$ cat src/rtl/fifo_arb_pkg.sv
// ---------------------------------------------------------------------------
// fifo_arb_pkg
// Shared definitions for the FIFO write-port arbiter:
//   - arb_state_e : two-state arbiter FSM encoding (IDLE / GRANT)
//   - CNT_W()     : width of the per-grant beat counter for a given burst length
// ---------------------------------------------------------------------------
package fifo_arb_pkg;

  typedef enum logic {
    ST_IDLE  = 1'b0,
    ST_GRANT = 1'b1
  } arb_state_e;

  // One extra bit over log2 so the counter can hold BURST_LEN itself.
  function automatic int CNT_W(input int burst_len);
    return $clog2(burst_len) + 1;
  endfunction

endpackage

$ cat src/rtl/rr_priority_picker.sv
// ---------------------------------------------------------------------------
// rr_priority_picker
// Purely combinational round-robin picker. Scans the request vector starting
// one position after the pointer and wrapping, and returns the first
// requester found.
// Ports:
//   req        in  NUM_REQ : request vector
//   ptr        in  IDX_W   : index of the previous winner
//   winner     out NUM_REQ : one-hot winner, zero when no request
//   winner_idx out IDX_W   : binary index of the winner (0 when no request)
// ---------------------------------------------------------------------------
module rr_priority_picker #(
  parameter int NUM_REQ = 4,
  parameter int IDX_W   = $clog2(NUM_REQ)
) (
  input  logic [NUM_REQ-1:0] req,
  input  logic [IDX_W-1:0]   ptr,
  output logic [NUM_REQ-1:0] winner,
  output logic [IDX_W-1:0]   winner_idx
);

  // Walk NUM_REQ positions from ptr+1 (modulo NUM_REQ); first hit wins.
  always_comb begin
    logic             found_s;
    logic [IDX_W-1:0] idx_s;
    winner     = '0;
    winner_idx = '0;
    found_s    = 1'b0;
    idx_s      = '0;
    for (int i = 1; i <= NUM_REQ; i++) begin
      idx_s = IDX_W'((int'(ptr) + i) % NUM_REQ);
      if (!found_s && req[idx_s]) begin
        winner[idx_s] = 1'b1;
        winner_idx    = idx_s;
        found_s       = 1'b1;
      end else begin
        found_s = found_s;
      end
    end
  end

endmodule

$ cat src/rtl/fifo_wr_arbiter.sv
// ---------------------------------------------------------------------------
// fifo_wr_arbiter
// Round-robin arbiter sharing one async_fifo write port among NUM_REQ
// requesters in the write clock domain. Each grant lasts up to BURST_LEN
// beats; every re-arbitration passes through IDLE (one bubble cycle).
// Ports:
//   clk_i     in  1                  : write-domain clock
//   rst_i     in  1                  : asynchronous active-high reset
//   valid_i   in  NUM_REQ            : per-requester beat valid
//   data_i    in  NUM_REQ*DATA_WIDTH : packed beats, requester k at [k*DW +: DW]
//   ready_o   out NUM_REQ            : per-requester accept
//   full_i    in  1                  : FIFO full flag
//   wr_en_o   out 1                  : FIFO write enable
//   wr_data_o out DATA_WIDTH         : FIFO write data
//   grant_o   out NUM_REQ            : registered one-hot grant, zero when idle
//   busy_o    out 1                  : high while in GRANT
// ---------------------------------------------------------------------------
module fifo_wr_arbiter #(
  parameter int NUM_REQ    = 4,
  parameter int DATA_WIDTH = 8,
  parameter int BURST_LEN  = 4
) (
  input  logic                          clk_i,
  input  logic                          rst_i,
  input  logic [NUM_REQ-1:0]            valid_i,
  input  logic [NUM_REQ*DATA_WIDTH-1:0] data_i,
  output logic [NUM_REQ-1:0]            ready_o,
  input  logic                          full_i,
  output logic                          wr_en_o,
  output logic [DATA_WIDTH-1:0]         wr_data_o,
  output logic [NUM_REQ-1:0]            grant_o,
  output logic                          busy_o
);

  import fifo_arb_pkg::*;

  localparam int               IDX_W    = $clog2(NUM_REQ);
  localparam int               CW       = CNT_W(BURST_LEN);
  localparam logic [CW-1:0]    CNT_LAST = CW'(BURST_LEN - 1);
  localparam logic [IDX_W-1:0] PTR_RST  = IDX_W'(NUM_REQ - 1);

  arb_state_e         state_q, state_d;
  logic [NUM_REQ-1:0] grant_q, grant_d;
  logic [IDX_W-1:0]   ptr_q, ptr_d;
  logic [CW-1:0]      cnt_q, cnt_d;

  logic [NUM_REQ-1:0] pick_winner_s;
  logic [IDX_W-1:0]   pick_idx_s;
  logic               grant_valid_s;
  logic               xfer_s;

  rr_priority_picker #(
    .NUM_REQ (NUM_REQ),
    .IDX_W   (IDX_W)
  ) u_picker (
    .req        (valid_i),
    .ptr        (ptr_q),
    .winner     (pick_winner_s),
    .winner_idx (pick_idx_s)
  );

  // A beat moves only when the granted requester is valid and the FIFO has room.
  assign grant_valid_s = |(grant_q & valid_i);
  assign xfer_s        = grant_valid_s & ~full_i;

  assign wr_en_o = xfer_s;
  assign ready_o = grant_q & {NUM_REQ{~full_i}};
  assign grant_o = grant_q;
  assign busy_o  = (state_q == ST_GRANT);

  // AND-OR data mux driven by the registered grant; zero when idle.
  always_comb begin
    wr_data_o = '0;
    for (int k = 0; k < NUM_REQ; k++) begin
      wr_data_o = wr_data_o | (data_i[k*DATA_WIDTH +: DATA_WIDTH] & {DATA_WIDTH{grant_q[k]}});
    end
  end

  // Next-state logic: arbitrate in IDLE, count beats and detect release/burst end in GRANT.
  always_comb begin
    state_d = state_q;
    grant_d = grant_q;
    ptr_d   = ptr_q;
    cnt_d   = cnt_q;
    case (state_q)
      ST_IDLE: begin
        if (|valid_i) begin
          state_d = ST_GRANT;
          grant_d = pick_winner_s;
          ptr_d   = pick_idx_s;
          cnt_d   = '0;
        end else begin
          grant_d = '0;
        end
      end
      ST_GRANT: begin
        // Release wins even during a full stall.
        if (!grant_valid_s) begin
          state_d = ST_IDLE;
          grant_d = '0;
        end else if (xfer_s) begin
          if (cnt_q == CNT_LAST) begin
            state_d = ST_IDLE;
            grant_d = '0;
            cnt_d   = '0;
          end else begin
            cnt_d = cnt_q + CW'(1);
          end
        end else begin
          // Full stall: hold grant and count.
          cnt_d = cnt_q;
        end
      end
      default: begin
        state_d = ST_IDLE;
        grant_d = '0;
        cnt_d   = '0;
      end
    endcase
  end

  // Arbiter state registers with asynchronous reset.
  always_ff @(posedge clk_i or posedge rst_i) begin
    if (rst_i) begin
      state_q <= ST_IDLE;
      grant_q <= '0;
      ptr_q   <= PTR_RST;
      cnt_q   <= '0;
    end else begin
      state_q <= state_d;
      grant_q <= grant_d;
      ptr_q   <= ptr_d;
      cnt_q   <= cnt_d;
    end
  end

endmodule

$ cat config.mk
export PLATFORM = sky130hd
export DESIGN_NAME = fifo_wr_arbiter
export DESIGN_NICKNAME = d
export VERILOG_FILES = /design/src/rtl/fifo_arb_pkg.sv /design/src/rtl/rr_priority_picker.sv /design/src/rtl/fifo_wr_arbiter.sv
export SDC_FILE = /design/constraint.sdc
export NUM_CORES = 1
export LEC_CHECK = 0
export ABC_AREA = 1
export CAP_MARGIN = 10
export CORE_MARGIN = 1
export CORE_UTILIZATION = 33
export CTS_CLUSTER_SIZE = 12
export DETAILED_ROUTE_END_ITERATION = 12
export PLACE_DENSITY = 0.63
export REMOVE_ABC_BUFFERS = 1
export SYNTH_ARGS = -nofsm -noshare
export SYNTH_HDL_FRONTEND = slang
export SYNTH_SLANG_ARGS = --single-unit
$ cat constraint.sdc
create_clock -name clk_i -period 2 [get_ports clk_i]
set_input_delay 0.4 -clock clk_i [delete_from_list [all_inputs] [get_ports clk_i]]
set_output_delay 0.4 -clock clk_i [all_outputs]
set_load 0.02 [all_outputs]
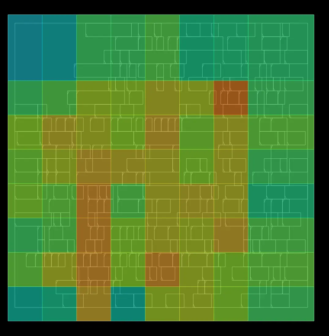
(routing congestion map)
met3 GRT Util: 4.41%
GRT busiest layer: met2
met1 usage: 24.5%
met2 usage: 35.6%
Wirelength per Cell: 12.1 um

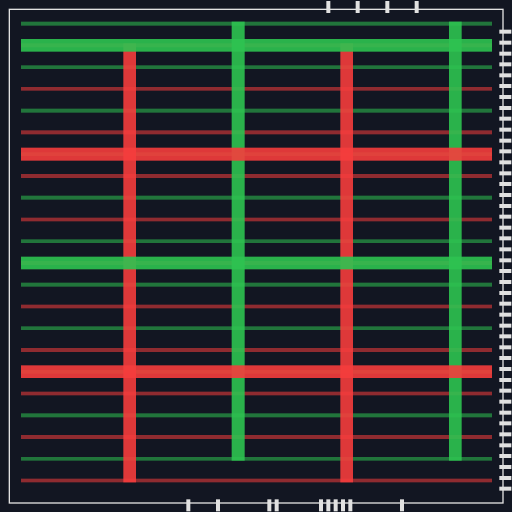
(supply network)
Drawn at 8 px/um. Pins as bars on the die edge.
VSS: drawn in red. VDD: drawn in green.
22 met1 rails follow the rows. 57 signal pins sit on the boundary.
Peak VDD IR: 0.00110 V
Die Width: 61.5 um
Die Height: 61.5 um
Core ar.: 3360 um2

==> flow_metrics.env <==
# physical design summary
export IMPL_arrival_ns=1.49
export IMPL_taps=46
export IMPL_hold_viol_final=0
export IMPL_synth_compound_area_share_pct=10.5
export IMPL_pwr_share_comb_pct=78.1
export IMPL_fillers=346
export IMPL_logic_gate_count=153
export IMPL_htreeDepth=1
export IMPL_ys_cells=185
export IMPL_async_flop_share_pct=100
export IMPL_drt_iter0_drc=70
export IMPL_top_layer_used="met3"
export IMPL_grt_pass1_wl_um=5640
export IMPL_antenna_found_initial=0
export IMPL_grt_usage_pct=19.8
export IMPL_cpPeakStageDelay_ns=0.51
export IMPL_logic_family="simple AND/OR/NAND/NOR gates"
export IMPL_drtAntennaViolNets=0
export IMPL_placed_area_um2=1870
export IMPL_setup_viol=0
export IMPL_outcome="completed"
export IMPL_synthCells=185
export IMPL_regToRegEndpoint="grant_o[1]"
export IMPL_rsz0062_at_grt="false"
export IMPL_nonClkBufAreaFrac_pct=34.9
export IMPL_intPower_uw=1140
export IMPL_layout_nets=304
export IMPL_edf_count=0
export IMPL_worstReg2RegStart="ptr_q[0]"
export IMPL_clockBufferDepth=2
export IMPL_vias_per_cell=4.81
export IMPL_yosysTopAreaCell="nand2_1"
export IMPL_critPathKind="input pin to output port"
export IMPL_grt_ovfl_total=0
export IMPL_final_layout_size_suffix_gt1_share_pct=14.9
export IMPL_flops=10
export IMPL_power_switching_uw=1240
export IMPL_cts_setup_buffers=0
export IMPL_drc=0
export IMPL_p_leak_uw=0.000973
export IMPL_chipArea_um2=3790
export IMPL_post_place_cells=297
export IMPL_slowest_stage="clkdlybuf4s50_1"
export IMPL_seq_power_uw=338
export IMPL_inverters=17
export IMPL_clk_pin_slew_worst_paths_ns=0.08
export IMPL_synth_simple_area_share_pct=49.4
export IMPL_ff2ff_path_depth=10
export IMPL_vias=1447
export IMPL_skew_ns=0.0134
export IMPL_openroad_warnings=32
export IMPL_synth_xor_xnor_area_share_pct=0
export IMPL_crit_end="wr_en_o"
export IMPL_cts_hold_buf=0
export IMPL_fmax_ghz=0.529
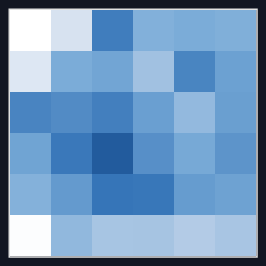
(local utilization)
Drawn at 4 px/um. The die is cut into 6 by 6 equal tiles; white is low, dark blue is high, 0 to 100% covered.
2.8% of the tiles are over 75% full. The emptiest ninth of the die: top left. The mean over all tiles is 49%. 5.6% of the tiles are nearly empty. The fullest tile reaches 83%.
Final Core Density: 56.9%
FP Core Util: 34.8%

